## src/rtl/room_navigator.sv

```systemverilog
// Player motion and room transitions: latches a move at frame start, probes the
// moved box against mapData during the scan, and commits or rejects it at frame end.
module room_navigator #(
    parameter int PLAYER_SIZE = 8,
    parameter int STEP        = 2,
    parameter int H_ACTIVE    = 640,
    parameter int V_ACTIVE    = 480,
    parameter int MAP_LATENCY = 1,
    parameter int START_MAPX  = 3,
    parameter int START_MAPY  = 5,
    parameter int START_PX    = 316,
    parameter int START_PY    = 300
) (
    input  logic       clk_vga,
    input  logic       reset,
    input  logic [9:0] CurrentX,
    input  logic [8:0] CurrentY,
    input  logic [7:0] mapData,
    input  logic       btn_up,
    input  logic       btn_down,
    input  logic       btn_left,
    input  logic       btn_right,
    output logic [3:0] mapX,
    output logic [3:0] mapY,
    output logic [9:0] playerX,
    output logic [8:0] playerY,
    output logic       collision,
    output logic       room_change
);
    typedef enum logic [1:0] {IDLE, SCAN, COMMIT, EDGE} state_t;

    localparam logic signed [10:0] X_MAX  = 11'(H_ACTIVE - PLAYER_SIZE);
    localparam logic signed [10:0] Y_MAX  = 11'(V_ACTIVE - PLAYER_SIZE);
    localparam logic signed [10:0] BOX_M1 = 11'(PLAYER_SIZE - 1);
    localparam logic signed [10:0] STEP_S = 11'(STEP);

    state_t                      state;
    logic [MAP_LATENCY-1:0][9:0] x_pipe;
    logic [MAP_LATENCY-1:0][8:0] y_pipe;
    logic [MAP_LATENCY-1:0]      vld_pipe;
    logic [9:0]                  px_d;
    logic [8:0]                  py_d;
    logic signed [10:0]          sx, sy, dx, dy, cand_x, cand_y;
    logic                        frame_start, frame_end, hit, blocked;
    logic [9:0]                  nx_x;
    logic [8:0]                  nx_y;
    logic [3:0]                  nx_mx, nx_my;

    always_ff @(posedge clk_vga or negedge reset) begin
        if (!reset) begin
            x_pipe   <= '0;
            y_pipe   <= '0;
            vld_pipe <= '0;
        end else begin
            x_pipe[0]   <= CurrentX;
            y_pipe[0]   <= CurrentY;
            vld_pipe[0] <= 1'b1;
            for (int i = 1; i < MAP_LATENCY; i++) begin
                x_pipe[i]   <= x_pipe[i-1];
                y_pipe[i]   <= y_pipe[i-1];
                vld_pipe[i] <= vld_pipe[i-1];
            end
        end
    end

    assign px_d = x_pipe[MAP_LATENCY-1];
    assign py_d = y_pipe[MAP_LATENCY-1];
    assign sx   = $signed({1'b0, px_d});
    assign sy   = $signed({2'b0, py_d});

    // The zeroed pipe after reset must not look like a frame start.
    assign frame_start = vld_pipe[MAP_LATENCY-1] && px_d == 10'd0 && py_d == 9'd0;
    assign frame_end   = vld_pipe[MAP_LATENCY-1] && px_d == 10'd0 && py_d == 9'(V_ACTIVE);

    assign dx = (btn_right && !btn_left) ? STEP_S : (btn_left && !btn_right) ? -STEP_S : '0;
    assign dy = (btn_down && !btn_up) ? STEP_S : (btn_up && !btn_down) ? -STEP_S : '0;

    assign hit = (sx >= cand_x) && (sx <= cand_x + BOX_M1) &&
                 (sy >= cand_y) && (sy <= cand_y + BOX_M1) &&
                 ({1'b0, px_d} < 11'(H_ACTIVE)) && (mapData != 8'd0);

    // Axes resolve independently, so a corner exit moves both rooms at once.
    always_comb begin
        nx_x  = cand_x[9:0];
        nx_mx = mapX;
        if (cand_x < 0) begin
            if (mapX != 4'd0) begin
                nx_mx = mapX - 4'd1;
                nx_x  = X_MAX[9:0];
            end else begin
                nx_x  = '0;
            end
        end else if (cand_x > X_MAX) begin
            if (mapX != 4'hF) begin
                nx_mx = mapX + 4'd1;
                nx_x  = '0;
            end else begin
                nx_x  = X_MAX[9:0];
            end
        end
        nx_y  = cand_y[8:0];
        nx_my = mapY;
        if (cand_y < 0) begin
            if (mapY != 4'd0) begin
                nx_my = mapY - 4'd1;
                nx_y  = Y_MAX[8:0];
            end else begin
                nx_y  = '0;
            end
        end else if (cand_y > Y_MAX) begin
            if (mapY != 4'hF) begin
                nx_my = mapY + 4'd1;
                nx_y  = '0;
            end else begin
                nx_y  = Y_MAX[8:0];
            end
        end
    end

    always_ff @(posedge clk_vga or negedge reset) begin
        if (!reset) begin
            state       <= IDLE;
            cand_x      <= '0;
            cand_y      <= '0;
            blocked     <= 1'b0;
            collision   <= 1'b0;
            room_change <= 1'b0;
            mapX        <= 4'(START_MAPX);
            mapY        <= 4'(START_MAPY);
            playerX     <= 10'(START_PX);
            playerY     <= 9'(START_PY);
        end else begin
            room_change <= 1'b0;
            case (state)
                IDLE: if (frame_start) begin
                    cand_x  <= $signed({1'b0, playerX}) + dx;
                    cand_y  <= $signed({2'b0, playerY}) + dy;
                    blocked <= 1'b0;
                    state   <= SCAN;
                end
                SCAN: begin
                    if (hit) blocked <= 1'b1;
                    if (frame_end) state <= COMMIT;
                end
                COMMIT: begin
                    collision <= blocked;
                    state     <= blocked ? IDLE : EDGE;
                end
                EDGE: begin
                    playerX     <= nx_x;
                    playerY     <= nx_y;
                    mapX        <= nx_mx;
                    mapY        <= nx_my;
                    room_change <= (nx_mx != mapX) || (nx_my != mapY);
                    state       <= IDLE;
                end
                default: state <= IDLE;
            endcase
        end
    end
endmodule

```

## config.mk

```make
export PLATFORM = sky130hd
export DESIGN_NAME = room_navigator
export DESIGN_NICKNAME = d
export VERILOG_FILES = /design/src/rtl/room_navigator.sv
export SDC_FILE = /design/constraint.sdc
export NUM_CORES = 1
export LEC_CHECK = 0
export ABC_AREA = 1
export CORE_ASPECT_RATIO = 1.25
export CORE_MARGIN = 5
export CORE_UTILIZATION = 62
export CTS_CLUSTER_SIZE = 10
export DETAILED_ROUTE_END_ITERATION = 8
export PLACE_DENSITY = 0.86
export SLEW_MARGIN = 20
export SYNTH_ARGS = -nofsm -noshare
export SYNTH_HDL_FRONTEND = slang
export SYNTH_SLANG_ARGS = --single-unit
```

## constraint.sdc

```tcl
create_clock -name clk_vga -period 7 [get_ports clk_vga]
set_input_delay 1.4 -clock clk_vga [delete_from_list [all_inputs] [get_ports clk_vga]]
set_output_delay 1.4 -clock clk_vga [all_outputs]
set_load 0.03 [all_outputs]
```

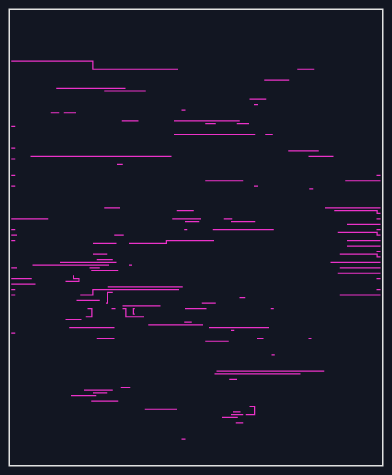
*The metal 3 layer, run 1*
Scale: 4 px per um.
share of all routed wire: 5.2%
wire length on this layer: 716 um
main direction: horizontal
longest straight run: 35.0 um
routed wire length: 13.7 mm
Via Count: 4906
met3 usage: 0.0376

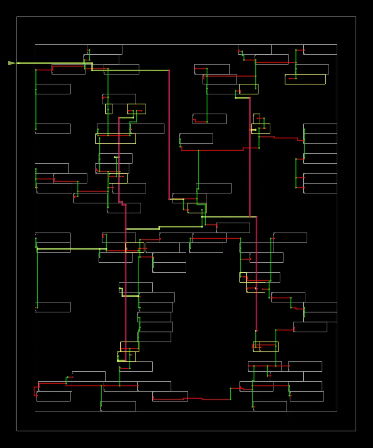
*The clock network, run 1*
# clk buffers: 10
Seq cells: 74
Num CTS Buffers: 9

==> impl_metrics.tcl, run 1 <==
# flow metrics
set metrics [dict create \
    largest_class "logic gates" \
    combPwrFrac 0.081 \
    power_frac_seq 0.499 \
    grt_start_max_net_pins 75 \
    dp_hpwl_mm 10.4 \
    clk_pin_slew_ps 70 \
    simple_gate_area_frac 0.241 \
    cts_tree "built" \
    ys_types 47 \
    grt.total_usage 0.274 \
    sh_seq_area 0.301 \
    layout_top_cells "nand2_1 (153), inv_1 (77), ha_1 (65)" \
    vdd_drop_max_v 0.0000989 \
    drc 0 \
    p_clk_frac 0.420 \
    synth_flops 74 \
    ant_nets 0 \
    cp-end-kind "flip-flop" \
    synth_area_mm2 0.00534 \
    crit_required_ps 7270 \
    post-place-cells 821 \
    drt_iter0_markers 231 \
    syn_to_final_growth_pct 16.4 \
    status "completed" \
    io-pin-count 62 \
    clock_area_frac 0.0350 \
    ctsResizeCount 0 \
    worst-setup-path-type "input pin to flip-flop" \
    maxCapViolCount 0 \
    yosysWarnings 0 \
    die_w_um 93 \
    xor_area_frac 0.0525 \
    numPortBuffers 61 \
    n_antenna_cell 0 \
    firstDrtPassIters 5 \
    min_period_ps 3520 \
    logic_family "simple AND/OR/NAND/NOR gates" \
    instances_no_fill 837 \
    post-route-period-util 0.502 \
    tns_ps 0 \
    clock_tree.buffer_depth 2 \
    synthAoiAreaFrac 0.124 \
    ys_sh_adder 0.160 \
    p_int_mw 0.675 \
    fillerInstances 658 \
    root_buffer "clkbuf_8" \
    hold-worst-slack_ps 486 \
    slew_headroom 0.384 \
    drive_gt1_frac 0.0676 \
    grt_pass1_vias 4958 \
    cts_setup_buffers 0 \
    fin_util 0.746 \
    core_mm2 0.00833 \
    cts_hold_buf 0 \
    place.gp.congestion 0.905 \
    nWellTaps 97 \
    hold_class "flip-flop to flip-flop" \
    placed_area_mm2 0.00600 \
    power_mw 0.885 \
    crit_arrival_ps 3790 \
    setup_ws_ps 3480 \
    wl_per_cell_um 16.4 \
    tightest_slew_ps 923 \
    critPathMaxFanout 10 \
    chip_area_mm2 0.0106 \
    n_all_buffers 61 \
    timing.fmax_mhz 284 \
    nMultiInputCombCells 506 \
    synthMuxAreaShare 0 \
    num_rows 37 \
    final_max_slew_viol_count 0 \
    warning_count 32 \
    p_leak_nw 3.16 \
    top_regs "cand_x: 11 flops, cand_y: 11 flops" \
    regArea_mm2 0.00187 \
    finalSetupViolations 0 \
    swShare 0.237 \
    ys_area_mm2 0.00534 \
    comb-cell-share 0.497 \
    finalHoldViolations 0 \
    fin_skew_ps 9.13 \
    synth_seq_share 0.350 \
    vias_per_cell 5.86 \
    finalNetCount 835 \
    ys_cells 672 \
    fp.dieH_um 114 \
    antenna_found_initial 0 \
    synthFlopType "dfrtp_1" \
    floorplan.core_util 0.641 \
    synthArstFlopShare 1.00 \
    syn_area_per_cell_um2 7.94 \
    post-place-ws_ps 3140 \
    inverters 83 \
    grt_pass1_wl_mm 23.3 \
    comb_area_mm2 0.00309 \
    final_area_mm2 0.00622 \
    clkLatencyLatePin_ps 360 \
    switching_power_mw 0.209 \
    rsz0062_at_grt "false" \
    buf_share 0.0978 \
    edf_count 0 \
    synth_nets 772 \
    overflow 0 \
    powerDensity_mw_per_mm2 142 \
    h-tree-depth 3 \
    syn_inst 672 \
    lay_top_count "nand2_1" \
    cts_sinks 74 \
    cp-start-kind "input pin" \
]
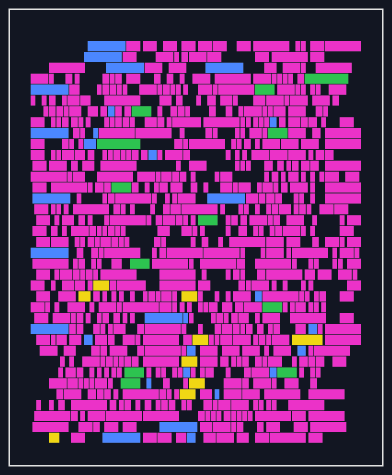
*Drive-strength map, run 1*
Scale: 4 px per um.
legend:
  blue:
    size: drive 2
    cells: 29
  yellow:
    size: drive 3 to 4
    cells: 9
  green:
    size: drive 6 and up
    cells: 12
  magenta:
    size: drive 1 or less
    cells: 690

## run 1: power by group through the flow
stage | Clock (mW) | Sequential (mW) | Combinational (mW)
2_1_floorplan | 0 | 0.447 | 0.0360
3_3_place_gp | 0 | 0.449 | 0.0685
3_5_place_dp | 0 | 0.449 | 0.0718
4_1_cts | 0.374 | 0.441 | 0.0721
5_1_grt | 0.393 | 0.443 | 0.0813
6_report | 0.371 | 0.442 | 0.0715
## run 1: worst paths after layout
| kind | slack [ps] | start | depth (start not counted) | endpoint |
|---|---|---|---|---|
| hold / removal | 490 | blocked | 2 | blocked |
| min in group asynchronous | 1170 | reset | 1 | playerY[7] |
| setup / recovery | 3480 | btn_up | 10 | cand_y[7] |
| max in group asynchronous | 5230 | reset | 1 | px_d[6] |
| setup reg to reg | 4210 | cand_x[0] | 17 | blocked |
| hold reg to reg | 490 | blocked | 2 | blocked |
## run 1: metal layers
metal,wire [um],global-route usage,part of all wire,vias to the layer above
li1,-,-,-,2362
met1,5720,0.340,0.42,2333
met2,6880,0.469,0.50,178
met3,716,0.0376,0.052,33
met4,393,0.132,0.029,0
met5,0,0,0,-
## run 1: synth_stat cells (4+ instances only)
master	number	area, um2
a21oi_1	40	200
dfrtp_1	61	1530
dfstp_2	13	342
ha_1	65	813
inv_1	77	289
inv_2	4	15.0
nand2_1	153	574
nand2_2	4	25.0
nand2_4	5	56.3
nand3_1	32	160
nand4_1	17	106
nor2_1	56	210
nor3_1	5	25.0
nor4_1	4	25.0
o211ai_1	6	45.0
o21ai_0	30	150
o21ai_1	21	105
xnor2_1	7	61.3
xor2_1	25	219
## run 1: worst max-delay path, cell delays in order
cell and delay, ps:
clkdlybuf4s50_1 460, ha_1 410, inv_1 180, fa_1 470, o21ai_0 320, nand2_1 120
nand2_1 90, a21oi_1 70, xor2_1 140, o21ai_0 130
==> run 1 -> run 2 <==
--- a/config.mk
+++ b/config.mk
@@ -8,10 +8,10 @@
 export ABC_AREA = 1
 export CORE_ASPECT_RATIO = 1.25
 export CORE_MARGIN = 5
-export CORE_UTILIZATION = 62
+export CORE_UTILIZATION = 57
 export CTS_CLUSTER_SIZE = 10
 export DETAILED_ROUTE_END_ITERATION = 8
-export PLACE_DENSITY = 0.86
+export PLACE_DENSITY = 0.8
 export SLEW_MARGIN = 20
 export SYNTH_ARGS = -nofsm -noshare
 export SYNTH_HDL_FRONTEND = slang
==> constraint.sdc (replaced) <==
create_clock -name clk_vga -period 3.7 [get_ports clk_vga]
set_input_delay 0.74 -clock clk_vga [delete_from_list [all_inputs] [get_ports clk_vga]]
set_output_delay 0.74 -clock clk_vga [all_outputs]
set_load 0.03 [all_outputs]
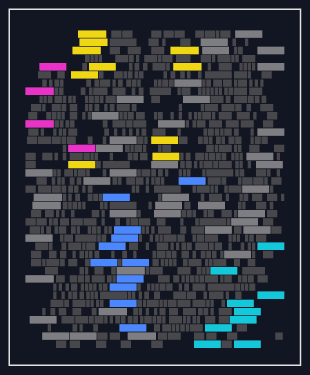
*Sequential cells grouped by signal name, run 2*
Scale: 3 px per um.
legend:
  magenta:
    name_in_the_netlist: `mapX`
    sequential_cells: 4
    where: top left
  yellow:
    name_in_the_netlist: `playerX`
    sequential_cells: 10
  cyan:
    name_in_the_netlist: `py_d`
    sequential_cells: 9
    where: bottom right
  blue:
    name_in_the_netlist: `cand_y`
    sequential_cells: 11
Seq/total area: 0.295
Power Sequential: 0.837 mW
Layout Utilization: 0.689

==> impl_metrics.tcl, run 2 <==
# flow metrics
set metrics [dict create \
    lay_top_count "nand2_1" \
    overflow 0 \
    cts_setup_buffers 0 \
    hold_class "flip-flop to flip-flop" \
    edf_count 0 \
    synthFlopType "dfrtp_1" \
    reg2reg_depth 17 \
    ant_nets 0 \
    yosysTopAreaCell "dfrtp_1" \
    clkLatencyLatePin_ps 340 \
    p_leak_nw 3.19 \
    warning_count 32 \
    critPathMaxStageDelay_ps 450 \
    crit_required_ps 3950 \
    synthArstFlopShare 1.00 \
    final_max_slew_viol_count 0 \
    root_buffer "clkbuf_16" \
    fin_skew_ps 4.25 \
    grt.total_usage 0.256 \
    numPortBuffers 61 \
    cts_sinks 74 \
    crit_chain "clkdlybuf4s50_1 -> inv_1 -> ha_1 -> inv_1 -> ha_1 -> inv_1 -> fa_1 -> o21ai_0 -> nand2_1 -> nand2_1 -> a21oi_1 -> xor2_1 -> o21ai_0" \
    timing.fmax_mhz 347 \
    cts_tree "built" \
    drc 0 \
    grt_pass1_vias 5021 \
    clock_tree.buffer_depth 2 \
    slowest_stage "clkdlybuf4s50_1" \
    grt_pass1_wl_mm 23.2 \
    cts_hold_buf 0 \
    tns_ps 0 \
    h-tree-depth 3 \
    yosysWarnings 0 \
    critPathMaxFanout 4 \
    crit_top_cell "inv_1" \
    cts_buffers 9 \
    final_area_mm2 0.00632 \
    syn_area_per_cell_um2 7.94 \
    min_to "blocked" \
    r2r-end "blocked" \
    powerDensity_mw_per_mm2 287 \
    num_rows 39 \
    ys_types 47 \
    topCellsByArea "dfrtp_1 (29%), ha_1 (15%), nand2_1 (11%)" \
    fp.dieH_um 118 \
    synth_area_mm2 0.00534 \
    vias 4858 \
    slew_headroom 0.370 \
    synth_seq_share 0.350 \
    crit_arrival_ps 3140 \
    rrSetupSlack_ps 920 \
    core_mm2 0.00917 \
    floorplan.core_util 0.582 \
    vdd_drop_max_v 0.000183 \
    synth_nets 772 \
    layout_top_cells "nand2_1 (153), inv_1 (77), ha_1 (65)" \
    tightest_slew_ps 945 \
    min_period_ps 2890 \
    drive_gt1_frac 0.0661 \
    cp-start-kind "input pin" \
    synth_flops 74 \
    reg2reg_from "cand_x[0]" \
    clk_pin_slew_ps 60 \
    finalHoldViolations 0 \
    antenna_found_initial 0 \
    dp_hpwl_mm 10.4 \
    ctsResizeCount 0 \
    cp-end-kind "flip-flop" \
    finalSetupViolations 0 \
    status "completed" \
    firstDrtPassIters 4 \
    hold_depth 2 \
    io-pin-count 62 \
    wl_mm 13.7 \
    top_regs "cand_x: 11 flops, cand_y: 11 flops" \
    syn_to_final_growth_pct 18.4 \
    n_antenna_cell 0 \
    wl_per_cell_um 15.8 \
    vias_per_cell 5.62 \
    synth_top_area_share 0.286 \
    placed_area_mm2 0.00604 \
    power_mw 1.81 \
    post-route-period-util 0.780 \
    instances_no_fill 864 \
    rsz0062_at_grt "false" \
    post-place-cells 848 \
    hp-start "blocked" \
    grt_start_max_net_pins 75 \
    die_w_um 96.6 \
    synth.cells.most_frequent "nand2_1 (153), inv_1 (77), ha_1 (65), dfrtp_1 (61), nor2_1 (56)" \
    yosysMostFrequentCell "nand2_1" \
    finalNetCount 836 \
    drt_iter0_markers 249 \
    chip_area_mm2 0.0114 \
    ys_cells 672 \
    worst-setup-path-type "input pin to flip-flop" \
    place.gp.congestion 0.941 \
    syn_inst 672 \
    maxCapViolCount 0 \
    ys_area_mm2 0.00534 \
    crit_start "btn_right" \
]
[run 2: area by class of cell]
type | count | area [um2]
Tap cell | 123 | 154
Clock inverter | 2 | 10.0
Timing Repair Buffer | 62 | 616
Inverter | 83 | 313
Multi-Input combinational cell | 506 | 3090
Clock buffer | 14 | 274
Fill cell | 778 | 2850
Sequential cell | 74 | 1870
[run 2: how the worst max path moves through the flow]
stage | end | depth (start not counted)
after floorplan | cand_x[7] | 12
after global placement | cand_x[7] | 13
after detailed placement | cand_y[7] | 10
after CTS | cand_x[7] | 13
after global routing | cand_x[7] | 13
final | cand_x[7] | 13
[run 2: per-stage QoR]
step           hold WS [ps]  worst slack [ps]
2_1_floorplan           444              1200
5_1_grt                 528               588
6_report                502               814
3_5_place_dp            473               463
4_1_cts                 500               817
3_3_place_gp            474               566
[run 2: critical path: cells and delay by family]
family,cells,cell delay [ps]
AND/OR/NAND/NOR,2,220
XOR/XNOR,1,140
adder cells (fa/ha/maj),3,850
buffers and inverters,4,610
AND-OR/OR-AND,3,570
[run 2: where the power goes]
group	internal [mW]	total (mW)	switching, mW
registers	0.822	0.837	0.0151
logic	0.0638	0.135	0.0713
clock network	0.507	0.841	0.334
total	1.39	1.81	0.420
[run 2: routing by layer]
metal	GRT usage	part of all wire
met5	0	0
met4	0.112	0.029
met3	0.0445	0.049
met2	0.427	0.50
met1	0.318	0.42
[run 2: logic make-up after synthesis]
logic type,after synthesis,share of synthesized area
and+or+nand+nor,288,0.241
AOI/OAI and AO/OA,118,0.124
buffers and inverters,92,0.0717
DFF,74,0.350
adders and majority gates,67,0.160
xor gates and xnor gates,32,0.0525
other,1,0.000702
Power is estimated from default activity; no workload was simulated.
